<file path="config.mk">
export PLATFORM = sky130hd
export DESIGN_NAME = tristate_bus_arbiter
export DESIGN_NICKNAME = d
export VERILOG_FILES = /design/src/rtl/tristate_bus_arbiter.sv
export SDC_FILE = /design/constraint.sdc
export NUM_CORES = 1
export LEC_CHECK = 0
export CORE_MARGIN = 1.5
export CORE_UTILIZATION = 45
export DETAILED_ROUTE_END_ITERATION = 10
export PLACE_DENSITY = 0.72
export RECOVER_POWER = 50
export SLEW_MARGIN = 0
export SYNTH_ARGS = -nofsm -noshare
export SYNTH_HDL_FRONTEND = slang
export SYNTH_SLANG_ARGS = --single-unit
</file>
<file path="constraint.sdc">
create_clock -name clk -period 1.59 [get_ports clk]
set_input_delay 0.318 -clock clk [delete_from_list [all_inputs] [get_ports clk]]
set_output_delay 0.318 -clock clk [all_outputs]
set_load 0.01 [all_outputs]
</file>
<file path="src/rtl/tristate_bus_arbiter.sv">
// Round-robin owner arbiter for a shared tristate bus. It drives per-requester enables and
// keeps an arm cycle before each drive and a turnaround cycle between owners.
module tristate_bus_arbiter #(
   parameter int unsigned N_REQ    = 4,
   parameter int unsigned HOLD_MAX = 8,
   localparam int unsigned ID_W    = $clog2(N_REQ)
) (
   input  logic             clk,
   input  logic             rst_n,
   input  logic [N_REQ-1:0] req,
   output logic [N_REQ-1:0] grant,
   output logic [N_REQ-1:0] bus_en,
   output logic [ID_W-1:0]  owner_id,
   output logic             busy,
   output logic             timeout
);

   localparam int unsigned CNT_W = $clog2(HOLD_MAX + 1);

   typedef enum logic [1:0] {StIdle, StArm, StDrive, StTurn} state_e;

   state_e             state_q, state_d;
   logic [ID_W-1:0]    rr_q, rr_d;
   logic [ID_W-1:0]    owner_q, owner_d;
   logic [CNT_W-1:0]   hold_q, hold_d;
   logic [N_REQ-1:0]   grant_q, grant_d;
   logic [N_REQ-1:0]   bus_en_q, bus_en_d;
   logic               busy_q, busy_d;
   logic               timeout_q, timeout_d;

   logic               pick_found;
   logic [ID_W-1:0]    pick_idx;
   int unsigned        scan_idx;
   logic               owner_req;
   logic [ID_W-1:0]    owner_next;

   // First asserted request scanning upward from the round-robin pointer.
   always_comb begin
      pick_found = 1'b0;
      pick_idx   = '0;
      scan_idx   = 0;
      for (int unsigned off = 0; off < N_REQ; off++) begin
         scan_idx = (32'(rr_q) + off) % N_REQ;
         if (!pick_found && req[scan_idx]) begin
            pick_found = 1'b1;
            pick_idx   = ID_W'(scan_idx);
         end
      end
   end

   assign owner_req  = req[owner_q];
   assign owner_next = (owner_q == ID_W'(N_REQ - 1)) ? '0 : owner_q + ID_W'(1);

   always_comb begin
      state_d   = state_q;
      rr_d      = rr_q;
      owner_d   = owner_q;
      hold_d    = hold_q;
      grant_d   = grant_q;
      bus_en_d  = bus_en_q;
      busy_d    = busy_q;
      timeout_d = 1'b0;
      unique case (state_q)
         StIdle, StTurn: begin
            if (pick_found) begin
               state_d = StArm;
               grant_d = N_REQ'(1) << pick_idx;
               owner_d = pick_idx;
               busy_d  = 1'b1;
            end else begin
               state_d = StIdle;
               grant_d = '0;
               busy_d  = 1'b0;
            end
            bus_en_d = '0;
         end
         StArm: begin
            if (owner_req) begin
               state_d  = StDrive;
               bus_en_d = grant_q;
               hold_d   = '0;
            end else begin
               state_d = StTurn;
               grant_d = '0;
            end
         end
         StDrive: begin
            hold_d = hold_q + CNT_W'(1);
            if (!owner_req || hold_q == CNT_W'(HOLD_MAX - 1)) begin
               state_d   = StTurn;
               grant_d   = '0;
               bus_en_d  = '0;
               rr_d      = owner_next;
               // A release that coincides with the owner dropping req is not forced.
               timeout_d = owner_req;
            end
         end
         default: begin
            state_d  = StIdle;
            grant_d  = '0;
            bus_en_d = '0;
            busy_d   = 1'b0;
         end
      endcase
   end

   always_ff @(posedge clk or negedge rst_n) begin
      if (!rst_n) begin
         state_q   <= StIdle;
         rr_q      <= '0;
         owner_q   <= '0;
         hold_q    <= '0;
         grant_q   <= '0;
         bus_en_q  <= '0;
         busy_q    <= 1'b0;
         timeout_q <= 1'b0;
      end else begin
         state_q   <= state_d;
         rr_q      <= rr_d;
         owner_q   <= owner_d;
         hold_q    <= hold_d;
         grant_q   <= grant_d;
         bus_en_q  <= bus_en_d;
         busy_q    <= busy_d;
         timeout_q <= timeout_d;
      end
   end

   assign grant    = grant_q;
   assign bus_en   = bus_en_q;
   assign owner_id = owner_q;
   assign busy     = busy_q;
   assign timeout  = timeout_q;

endmodule

</file>
run_1/flops_by_reg.png
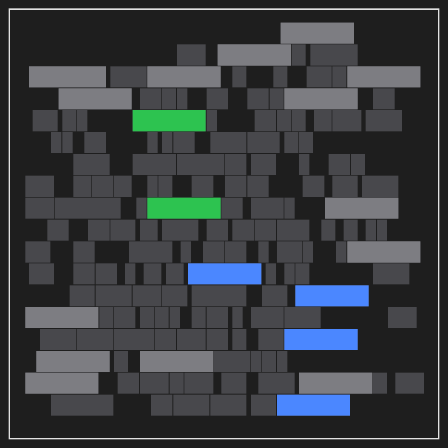
legend:
  `rr_q`:
    color: green
    placed_flops: 2
  `bus_en`:
    color: blue
    placed_flops: 4
not colored: 14
sequential share of cell area: 31.0%
sequential power: 0.849 mW
post-layout util: 66.6%
register area: 502 um^2

run_1/io_fan.png
Bar = 20 um.
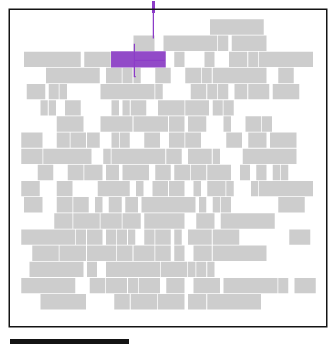
legend:
  `busy`:
    color: purple
    bits: 1
    direction: output
    edge: top
    end_cells: 1
    buffers: 1
    wire: 15.2 um
Ports: 18
Port Buffer Count: 17

==> results.txt, run 1 <==
impl run done, here's what came out: Met1 Routed Length 1320 um, worst setup margin -0.0680 ns, vias in the first global route 1060, Worst-Margin Slew 0.510 ns, Worst Path Required roughly 1.8 ns, Yosys top cell by instances dfrtp_1, Finish-stage setup viols 8, Vias 1072, share of layout cells above drive strength 1 29.9%, r2r startpoint owner_id[0], asr flop ratio synth 100%, Area growth, synth to finish 42.8%, violated checks setup timing, max_slew headroom between 60% and 70%, critical path's largest stage delay 0.60 ns, internal cell power 1.76 mW, Worst-path clk slew ~0.12 ns, Syn. warnings 0, Die Ht 53.2 um, clk ins delay skew pair approximately 0.3 ns, Die Width 53.2 um, clk root buf clkbuf_4, Flops after synth 20, crit path time final 1.66 ns, n_diodes 0, Floorplan Nets 127, Startpoint Class primary input, GRT Util Overall between 20 and 25%, status complete, but fails checks, FF-to-FF path depth 4, CTS tree built, Final Hold Fails 0, Routed WL 2940 um, first-pass GRT wire length 4770 um, largest net degree at the start of global routing 21, drt first pass iters 4
run_1/congestion.png
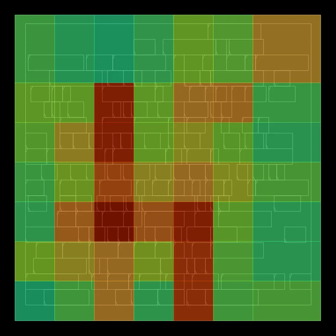
met3 Use GR: 3.11%
Most Crowded Layer GR: met2

==> run 1: layer usage <==
metal / track usage (%) / vias to the layer above
met5: 0 / -
met4: 11.5 / 0
met3: 3.11 / 5
met2: 35.4 / 41
met1: 31.2 / 515
li1: - / 511
==> run 1: power groups by stage <==
stage,clock [mW],combinational [mW],sequential [mW]
after floorplan,0,0.948,0.878
after global placement,0,1.54,0.859
after CTS,0.261,1.64,0.854
after detailed placement,0,1.60,0.872
after global routing,0.286,2.13,0.869
final,0.254,1.96,0.849
==> run 1: layout make-up <==
class / instances / area [um^2] / area share [%]
Multi-Input combinational cell: 86 / 664 / 41.0
Clock buffer: 4 / 26.3 / 1.62
Inverter: 6 / 22.5 / 1.39
Timing Repair Buffer: 41 / 367 / 22.6
Tap cell: 30 / 37.5 / 2.32
Sequential cell: 20 / 502 / 31.0
==> run 1: flip-flops by register name (all words and copies together), names as in the netlist <==
register  flops
grant         4
hold_q        4
state_q       2
bus_en        4
timeout       1
busy          1
rr_q          2
owner_id      2
==> run 1: critical path: cells and delay by family <==
kind | cells | cell delay (ns)
multiplexers | 1 | 0.60
buffers and inverters | 1 | 0.42
AND/OR/NAND/NOR | 1 | 0.26
AND-OR/OR-AND | 2 | 0.25
==> run 1: placed cells by master, fill, tap and decap left out, drive strengths merged, types with 3 or more instances in the layout <==
cell,count
a21oi,9
a32oi,5
and3,3
buf,23
clkbuf,5
clkdlybuf4s50,7
dfrtp,20
dlygate4sd2,3
dlymetal6s2s,6
ha,4
inv,6
nand2,10
nand3,6
nor2,7
nor2b,3
nor3,3
o21ai,9
o31ai,5
==> run 1: per-stage QoR <==
stage	setup slack (ns)	TNS [ns]	area (um^2)	utilization, %	power, mW
final	-0.0680	-0.348	1620	66.6	3.06
after global routing	-0.133	-0.991	1620	66.6	3.28
after CTS	-0.0418	-0.195	1490	61.2	2.76
after detailed placement	-0.438	-7.00	1450	59.5	2.47
after global placement	-0.386	-5.97	1450	59.5	2.40
after floorplan	-0.0869	-0.460	1150	-	1.83
==> run 1: path summary, 6_finish.rpt <==
check | slack [ns] | endpoint
worst min register to register | 0.53 | busy
worst max register to register | -0.06 | bus_en[1]
min in group clk | 0.53 | busy
max in group asynchronous | 0.72 | owner_id[0]
worst max-delay path | -0.07 | bus_en[1]
worst min-delay path | 0.50 | state_q[0]
==> run 1: timing repair <==
item                       CTS  global route
hold buffers                 0             0
setup endpoints to repair   19            24
pin swaps                    2             8
resized                      4            26
buffers inserted             2             5
==> run 1: cell families after synthesis <==
family                     after synthesis  synth area share, %
buffers and inverters                   11                 5.08
DFF                                     20                 44.2
adders and majority gates                4                 4.42
and+or+nand+nor                         41                 19.0
xor gates and xnor gates                 1                0.773
muxes                                    3                 3.86
AOI/OAI and AO/OA                       37                 22.7
==> run 2: changes to the inputs <==
--- a/config.mk
+++ b/config.mk
@@ -9,7 +9,6 @@
 export CORE_UTILIZATION = 45
 export DETAILED_ROUTE_END_ITERATION = 10
 export PLACE_DENSITY = 0.72
-export RECOVER_POWER = 50
 export SLEW_MARGIN = 0
 export SYNTH_ARGS = -nofsm -noshare
 export SYNTH_HDL_FRONTEND = slang
==> run 2 against run 1 <==
  * The run still ends with setup timing left
  * Via count hardly changed
  * Sequential share of layout area hardly changed
  * Register-to-register slack hardly changed
  * Final area is 0.16% higher
  * Global-route usage stayed put
  * Die area stayed put
  * Maximum frequency hardly changed
  * Worst hold slack worse by 0.15 ns
  * Critical path type unchanged
  * Final cell count stayed put
==> results.txt, run 2 <==
impl run done, here's what came out: status complete, but fails checks, violated checks setup timing, total global routing overflow 0, Crit path arrival time 1.85 ns, Die Size 2830 um^2, drt first pass iters 5, Worst Path Required 1.78 ns, Flops after synth 20, critical path's largest stage delay 0.60 ns, antenna violations before repair 0, vias in the first global route approximately 1100, Final Max Slew Viols 0, Ports 18, Max Cap Violations 0, Main synth FF type dfrtp_1, Critical Path End Type flip-flop, Die Width around 53 um, most frequent cells in the layout 22 x buf_4, 19 x dfrtp_1, 10 x nand2_1, 8 x clkdlybuf4s50_1, 7 x nor2_1, Final Hold Fails 0, Floorplan Nets ~130, NumNets Final 168, internal cell power 1.76 mW, Port Buffer Count 17, pre-CTS WS -0.438 ns, post-DP HPWL 2020 um, n_diodes 0, max_slew headroom 76.3%, synthesized area per cell 9.69 um^2, htree depth 1, CTS tree built, post-cts hold buffer count 0, asr flop ratio synth 100%, Syn. warnings 0, leakage power between 0.8 and 0.9 nW, Post-Synthesis Cells around 120, routed len/inst 15.7 um, Net Sw Power 1.30 mW, clk root buf clkbuf_4, crit path time final 1.66 ns, clk sinks 20, Area growth, synth to finish 43.0%, clock skew about 0.0057 ns, Flop pwr share 27.7%, largest net degree at the start of global routing 21, Commonest Layout Cell buf_4, Finish-stage setup viols 7, slowest cell on the critical path mux4_2, Startpoint Class primary input, first-pass GRT wire length about 4800 um, crit-path cells clkdlybuf4s50_1 > mux4_2 > and3_4 > a32oi_1 > o21ai_1, share of layout cells above drive strength 1 around 30%, GRT Util Overall a little under a quarter, Worst-Margin Slew 0.355 ns, clk ins delay skew pair 0.30 ns, Yosys top cell by instances dfrtp_1, worst-path maximum fanout 8, Tcrit/Tclk final 104%, worst setup margin -0.0683 ns, sw frac 42.4%, yosys stat area 1130 um^2, number of cells after detailed placement ~180, combinational share of power 64.0%, Max-area cell share 44.2%, Post-synth seq share between 40% and 50%, Worst-path clk slew 0.11 ns, Die Ht 53.2 um, antenna violation net count after detailed routing 0, Pwr Total 3.06 mW, HP Class in -> async, Initial DRC Count 31, Synth top cells by count 20 x dfrtp_1, 10 x nand2_1, 9 x a21oi_1, 7 x nor2_1, Core Region 2430 um^2
[run 2: cell types whose count changed in the layout (fill, tap and decap cells not counted), sizes merged]
cell | before | now
buf | 23 | 24
clkbuf | 5 | 4
clkdlybuf4s50 | 7 | 8
dlygate4sd3 | 1 | 0
[run 2: worst paths after layout]
path,slack (ns),start,cells past startpoint,to
setup / recovery,-0.07,req[0],5,bus_en[1]
hold / removal,0.35,rst_n,2,state_q[0]
setup reg to reg,-0.06,owner_id[0],4,bus_en[1]
hold reg to reg,0.53,busy,2,busy
max in group asynchronous,1.02,rst_n,2,owner_id[0]
min in group clk,0.53,busy,2,busy
[run 2: what timing repair did]
item                       CTS  global route
buffers inserted             2             5
pin swaps                    2             8
setup endpoints to repair   19            24
gates resized                4            26
[run 2: worst max-delay path: cells and delay by family]
family	cells	cell delay [ns]
buffers and inverters	1	0.42
muxes	1	0.60
and+or+nand+nor	1	0.26
AOI/OAI and AO/OA	2	0.25
[run 2: layer usage]
metal	vias up	part of all wire, %	global-route usage, %
met3	5	4.0	3.11
met1	517	45	31.2
met2	40	50	35.4
met4	0	1.2	11.5
li1	511	-	-
met5	-	0	0
[run 2: layout make-up]
cell class,instances,area [um^2]
repair buffers,41,369
fillers,196,811
inverters,6,22.5
flip-flops and latches,20,502
well taps,30,37.5
clock buffers,4,26.3
multi-input cells,86,664
[run 2: metrics by stage]
stage                     cell area [um^2]  util [%]  TNS [ns]  hold slack [ns]
final                                 1620      66.7    -0.353            0.348
after global routing                  1620      66.7    -0.991            0.376
after CTS                             1490      61.2    -0.195            0.351
after detailed placement              1450      59.5     -7.00            0.517
after global placement                1450      59.5     -5.97            0.514
after floorplan                       1150         -    -0.460           0.0224
[run 2: power by group through the flow]
| stage | Sequential [mW] | Combinational [mW] | Clock, mW |
|---|---|---|---|
| after floorplan | 0.878 | 0.948 | 0 |
| after global placement | 0.859 | 1.54 | 0 |
| after detailed placement | 0.872 | 1.60 | 0 |
| after CTS | 0.854 | 1.64 | 0.261 |
| after global routing | 0.869 | 2.13 | 0.286 |
| final | 0.848 | 1.96 | 0.254 |
[run 2: logic make-up after synthesis]
family	synth area share, %
xor+xnor	0.773
fa+ha+maj	4.42
flops	44.2
buf+inv	5.08
simple gates	19.0
compound gates	22.7
mux	3.86
run_2/layer_met1.png
Supply wires on this layer in gray.
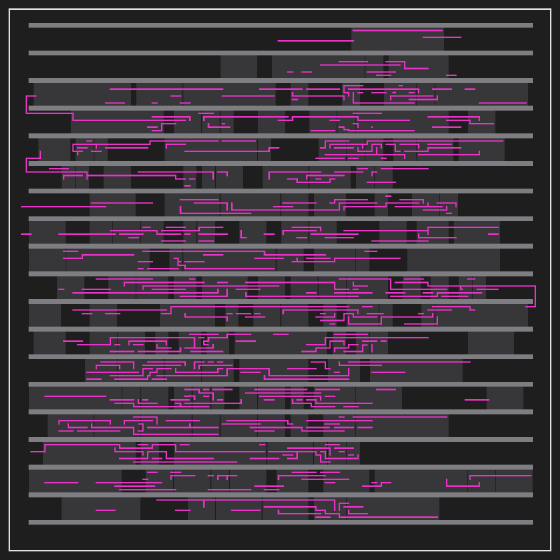
nets with wire on the layer: 150
main direction: horizontal
Routed WL: 2930 um
Vias: 1073

Power figures rest on the tool's default switching activity, not on a simulated workload.
